Fig. 1: run 1, sequential cells grouped by signal name
Bar = 20 um. Other sequential cells in the stronger gray, the rest of the logic in the fainter gray.
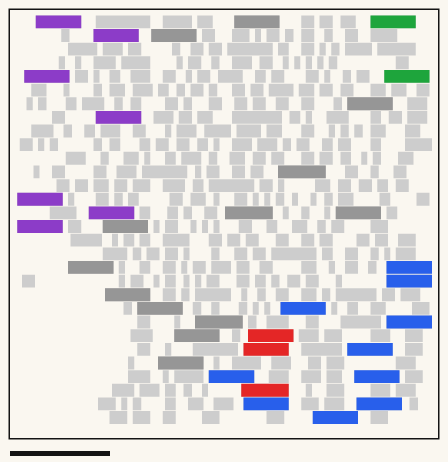
Fig. 2: run 1, local utilization
Bar = 20 um. 9 x 9 tiles, from white (low) to dark blue (high), 0 to 100% covered.
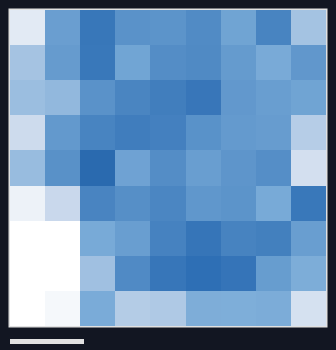
Fig. 3: run 1, power grid
Bar = 20 um. Pins as bars on the die edge. Tap cells in gray.
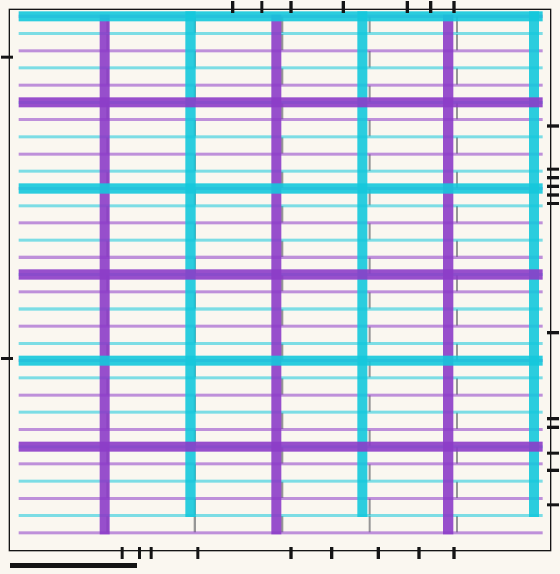
$ cat src/rtl/simon_round_sequencer.sv
// Round controller for the LED memory game: shows the first `level` pattern colours,
// then checks each button press against the pattern and reports pass, fail or timeout.
module simon_round_sequencer #(
   parameter int STAGES        = 5,
   parameter int ON_TICKS      = 4,
   parameter int OFF_TICKS     = 2,
   parameter int TIMEOUT_TICKS = 40
) (
   input  logic                clock,
   input  logic                reset,
   input  logic                tick,
   input  logic                start,
   input  logic                abort,
   input  logic [2:0]          level,
   input  logic [2*STAGES-1:0] pattern,
   input  logic [3:0]          buttonIn,
   output logic                led_on,
   output logic [1:0]          led_color,
   output logic                busy,
   output logic                listening,
   output logic                stage_pass,
   output logic                stage_fail,
   output logic                fail_timeout
);

   localparam int IW   = (STAGES > 1) ? $clog2(STAGES) : 1;
   localparam int MAXT = (ON_TICKS > OFF_TICKS)
                         ? ((ON_TICKS > TIMEOUT_TICKS) ? ON_TICKS : TIMEOUT_TICKS)
                         : ((OFF_TICKS > TIMEOUT_TICKS) ? OFF_TICKS : TIMEOUT_TICKS);
   localparam int CW   = $clog2(MAXT) + 1;

   typedef enum logic [2:0] {IDLE, SHOW_ON, SHOW_OFF, WAIT_IN, RELEASE, PASS, FAIL} state_t;

   state_t              state;
   logic [2*STAGES-1:0] pat;
   logic [IW-1:0]       idx;
   logic [IW-1:0]       last;
   logic [IW-1:0]       idx_inc;
   logic [CW-1:0]       cnt;
   logic                to_cause;
   logic [1:0]          cur_entry;
   logic [1:0]          nxt_entry;
   logic [1:0]          press_color;
   logic                press_single;

   function automatic logic [IW-1:0] clamp_last(input logic [2:0] lv);
      if (lv == 3'd0) return '0;
      if (int'(lv) > STAGES) return IW'(STAGES - 1);
      return IW'(int'(lv) - 1);
   endfunction

   always_comb begin
      idx_inc      = idx + 1'b1;
      cur_entry    = pat[2*idx +: 2];
      nxt_entry    = pat[2*idx_inc +: 2];
      press_color  = 2'd0;
      press_single = 1'b1;
      case (buttonIn)
         4'b0001: press_color = 2'd0;
         4'b0010: press_color = 2'd1;
         4'b0100: press_color = 2'd2;
         4'b1000: press_color = 2'd3;
         default: press_single = 1'b0;
      endcase
   end

   always_ff @(posedge clock or negedge reset) begin
      if (!reset) begin
         state        <= IDLE;
         pat          <= '0;
         idx          <= '0;
         last         <= '0;
         cnt          <= '0;
         to_cause     <= 1'b0;
         led_on       <= 1'b0;
         led_color    <= '0;
         busy         <= 1'b0;
         listening    <= 1'b0;
         stage_pass   <= 1'b0;
         stage_fail   <= 1'b0;
         fail_timeout <= 1'b0;
      end else begin
         stage_pass <= 1'b0;
         stage_fail <= 1'b0;
         if (abort) begin
            state     <= IDLE;
            idx       <= '0;
            cnt       <= '0;
            to_cause  <= 1'b0;
            led_on    <= 1'b0;
            led_color <= '0;
            busy      <= 1'b0;
            listening <= 1'b0;
         end else begin
            case (state)
               IDLE: if (start) begin
                  pat          <= pattern;
                  last         <= clamp_last(level);
                  idx          <= '0;
                  cnt          <= '0;
                  to_cause     <= 1'b0;
                  fail_timeout <= 1'b0;
                  busy         <= 1'b1;
                  led_on       <= 1'b1;
                  led_color    <= pattern[1:0];
                  state        <= SHOW_ON;
               end
               SHOW_ON: if (tick) begin
                  if (cnt == CW'(ON_TICKS - 1)) begin
                     cnt       <= '0;
                     led_on    <= 1'b0;
                     led_color <= '0;
                     state     <= SHOW_OFF;
                  end else begin
                     cnt <= cnt + 1'b1;
                  end
               end
               SHOW_OFF: if (tick) begin
                  if (cnt == CW'(OFF_TICKS - 1)) begin
                     cnt <= '0;
                     if (idx == last) begin
                        idx       <= '0;
                        listening <= 1'b1;
                        state     <= WAIT_IN;
                     end else begin
                        idx       <= idx_inc;
                        led_on    <= 1'b1;
                        led_color <= nxt_entry;
                        state     <= SHOW_ON;
                     end
                  end else begin
                     cnt <= cnt + 1'b1;
                  end
               end
               // A press takes precedence over a tick that would expire the timeout.
               WAIT_IN: if (buttonIn != '0) begin
                  listening <= 1'b0;
                  if (press_single && press_color == cur_entry) begin
                     led_on    <= 1'b1;
                     led_color <= press_color;
                     state     <= RELEASE;
                  end else begin
                     state <= FAIL;
                  end
               end else if (tick) begin
                  if (cnt == CW'(TIMEOUT_TICKS - 1)) begin
                     listening <= 1'b0;
                     to_cause  <= 1'b1;
                     state     <= FAIL;
                  end else begin
                     cnt <= cnt + 1'b1;
                  end
               end
               RELEASE: if (buttonIn == '0) begin
                  led_on    <= 1'b0;
                  led_color <= '0;
                  if (idx == last) begin
                     stage_pass <= 1'b1;
                     state      <= PASS;
                  end else begin
                     idx       <= idx_inc;
                     cnt       <= '0;
                     listening <= 1'b1;
                     state     <= WAIT_IN;
                  end
               end
               PASS: begin
                  busy  <= 1'b0;
                  idx   <= '0;
                  state <= IDLE;
               end
               // FAIL spans two cycles so the pulse lands one cycle after entry, with busy still high.
               FAIL: if (!stage_fail) begin
                  stage_fail   <= 1'b1;
                  fail_timeout <= to_cause;
               end else begin
                  busy  <= 1'b0;
                  idx   <= '0;
                  cnt   <= '0;
                  state <= IDLE;
               end
               default: state <= IDLE;
            endcase
         end
      end
   end

endmodule
$ cat config.mk
export PLATFORM = sky130hd
export DESIGN_NAME = simon_round_sequencer
export DESIGN_NICKNAME = d
export VERILOG_FILES = /design/src/rtl/simon_round_sequencer.sv
export SDC_FILE = /design/constraint.sdc
export NUM_CORES = 1
export LEC_CHECK = 0
export CAP_MARGIN = 10
export CELL_PAD_IN_SITES_DETAIL_PLACEMENT = 1
export CELL_PAD_IN_SITES_GLOBAL_PLACEMENT = 1
export CORE_UTILIZATION = 35
export CTS_BUF_LIST = sky130_fd_sc_hd__clkbuf_16
export CTS_CLUSTER_DIAMETER = 200
export DETAILED_ROUTE_END_ITERATION = 12
export PLACE_DENSITY_LB_ADDON = 0.2
export REMOVE_ABC_BUFFERS = 1
export SYNTH_ARGS = -nofsm -noshare
export SYNTH_HDL_FRONTEND = slang
export SYNTH_SLANG_ARGS = --single-unit
$ cat constraint.sdc
create_clock -name clock -period 2.1 [get_ports clock]
set_input_delay 0.315 -clock clock [delete_from_list [all_inputs] [get_ports clock]]
set_output_delay 0.315 -clock clock [all_outputs]
set_load 0.1 [all_outputs]
==> job_summary.md, run 1 <==
## Synthesis and layout report

| Metric | Value |
|---|---|
| Final Max Slew Viols | `0` |
| Setup ws final | `-70.96 ps` |
| Failing checks | `setup timing` |
| Vias in the first global route | `2799` |
| Crit path kind | `reg2reg` |
| Comb pwr | `2660 uW` |
| EDFF count, synth | `0` |
| Final Non-Filler Cells | `462` |
| CP Capture Type | `flip-flop` |
| YS chip area | `2430 um^2` |
| Met3 Use GR | `0.04086` |
| CTS max path bufs | `2` |
| Reg with most FFs | `pat` |
| Number of synthesized register bits | `35` |
| Clk slew on worst S/H paths | `60 ps` |
| Synth unique cells | `57` |
| Clk root buf | `clkbuf_16` |
| CTS H-Tree Depth | `2` |
| 1st-iter DRT viols | `128` |
| Vias per cell | `5.706` |
| Crit path DRT | `2270 ps` |
| Count of final setup violators | `5` |
| Num ports | `30` |
| Met2 WL | `4.683 mm` |
| Outcome | `complete, but fails checks` |
| Setup bufs post-CTS | `11` |
| Clk_skew | `4.881 ps` |
| # rows | `30` |
| Fin area | `3754 um^2` |
| Internal | `2668 uW` |
| Die area | `7280 um^2` |
| R2R depth | `7` |
| Clock latency on the worst-skew pair | `290 ps` |
| Pin count of the biggest net entering global routing | `36` |
| Endpoints failing hold | `0` |
| CP max stage cell | `or4b_4` |
| Dpl cell area | `3254 um^2` |
| Dpl ws | `-556.9 ps` |
| Routed length per placed instance | `19.44 um` |
| Share of cells above drive strength 1 | `0.3927` |
| Reg2reg end | `led_color[1]` |
| Gr busiest metal | `met2` |
| GR Overflow Total | `0` |
| RD Place Congestion | `0.8535` |
| Fin crit share | `1.034` |
## Picture notes: Fig. 1
netlist name	color	placed flops
cnt	purple	7
idx	red	3
led_color	green	2
pat	blue	10
not colored	13
Seq. pwr: 1090 uW
Seq. cell area: 880.8 um^2

## Picture notes: Fig. 2
tiles over 75% full	1.2%
nearly empty tiles	6.2%
fullest tile	77%
mean over tiles	50%
emptiest ninth of the die	bottom left
Init Core Util: 0.3596
fin util: 0.5556

## Picture notes: Fig. 3
net	color
VSS	purple
VDD	cyan
signal pins	30
rows	30
met1 rails	31
Die Span Y: 85.32 um
Die Width: 85.32 um
Worst VDD drop: 0.0004820 V
core area: 6756 um^2

==> run 1: cells by family after synthesis <==
group | after synthesis | synth area share
AOI/OAI and AO/OA | 79 | 0.2168
xor gates and xnor gates | 6 | 0.02163
adders and majority gates | 6 | 0.03090
buffers and inverters | 23 | 0.04016
DFF | 35 | 0.3605
muxes | 21 | 0.1045
and+or+nand+nor | 104 | 0.2255
==> run 1: final cells by class <==
| cell class | instances | area, um^2 |
|---|---|---|
| multi-input cells | 216 | 1629 |
| well taps | 80 | 100.1 |
| repair buffers | 112 | 933.4 |
| clock buffers | 5 | 125.1 |
| clock inverters | 3 | 43.79 |
| flip-flops and latches | 35 | 880.8 |
| inverters | 11 | 41.29 |
| fillers | 769 | 3003 |
==> run 1 -> run 2 <==
- CORE_MARGIN: default -> 5
- MAX_ROUTING_LAYER: default -> met4
==> job_summary.md, run 2 <==
## Synthesis and layout report

| Metric | Value |
|---|---|
| N_taps | `96` |
| YS chip area | `2430 um^2` |
| Sequential fraction of total cell area | `0.2327` |
| Reg with most FFs | `pat` |
| Routed length per placed instance | `18.08 um` |
| Clock-cell share of area | `0.03736` |
| Internal | `2491 uW` |
| Synth unique cells | `57` |
| # fillers | `784` |
| Crit path kind | `in2reg` |
| Final-layout clock buffer total | `5` |
| Clk root buf | `clkbuf_16` |
| Worst VDD drop | `0.0004905 V` |
| Fin crit share | `0.9998` |
| Area-dominant class | `multi-input combinational cells` |
| Num ports | `30` |
| CP Capture Type | `flip-flop` |
| Vias per cell | `5.498` |
| Fin area | `3785 um^2` |
| CTS max path bufs | `2` |
| Pin count of the biggest net entering global routing | `36` |
| Non-Clock Inverter Count | `11` |
| Die Span Y | `93.32 um` |
| Comb gate area | `1670 um^2` |
| Non-clock buffer share | `0.2460` |
| Compound Share, Synth | `0.2168` |
| RD Place Congestion | `0.9127` |
| Clk_skew | `3.394 ps` |
| GR Overflow Total | `0` |
| Met2 WL | `4.672 mm` |
| Gr busiest metal | `met2` |
| XORs/XNORs by Area | `0.02163` |
| Signal buffers | `114` |
| Main logic family after synthesis | `simple AND/OR/NAND/NOR gates` |
| Outcome | `finished clean` |
| Simple-Gate Area Share | `0.2255` |
| EDFF count, synth | `0` |
[run 2: worst max-delay path: stages]
cell	delay (ps)
clkdlybuf4s50_1	450
or4b_4	540
a41o_1	270
o211ai_1	150
a211oi_2	70
buf_4	160
mux2_1	300
[run 2: through the flow]
stage          cells  utilization  worst slack, ps  total power (uW)
2_1_floorplan    262            -           -325.9              2326
3_3_place_gp     458       0.4864           -498.8              3151
3_5_place_dp     458       0.4864           -589.9              3220
4_1_cts          475       0.5317           -1.658              4124
5_1_grt          480       0.5571           -103.1              4619
6_report         480       0.5571           0.5127              4375
[run 2: timing repair]
item,CTS,global route
resized,28,36
pin swaps,13,9
setup buffers,9,5
endpoints found under the setup margin,14,11
hold endpoints to repair,0,0
Fig. 4: run 2, local utilization
Bar = 20 um. 9 x 9 tiles, from white (low) to dark blue (high), 0 to 100% covered.
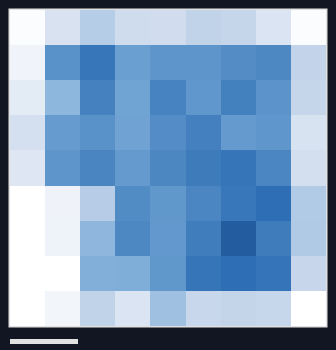
core area: 6794 um^2
Init Core Util: 0.3576
fin util: 0.5571

Fig. 5: run 2, power grid
Bar = 20 um. Pins as bars on the die edge. Tap cells in gray.
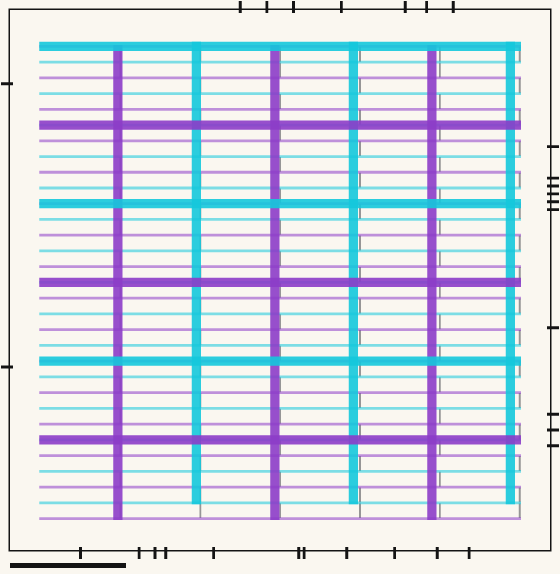
net	color
VSS	purple
VDD	cyan
signal pins	30
met4 straps	6
met5 straps	6
rows	30

Fig. 6: run 2, wires at chosen ports, followed through buffers
Bar = 20 um.
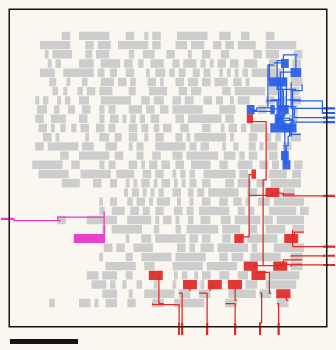
port	color	bits	direction	edge	end cells	buffers	wire
pattern	red	10	input	6 bottom, 4 right	13	10	251 um
fail_timeout	magenta	1	output	left	1	1	36.6 um
buttonIn	blue	4	input	right	10	11	285 um

Power figures rest on the tool's default switching activity, not on a simulated workload.
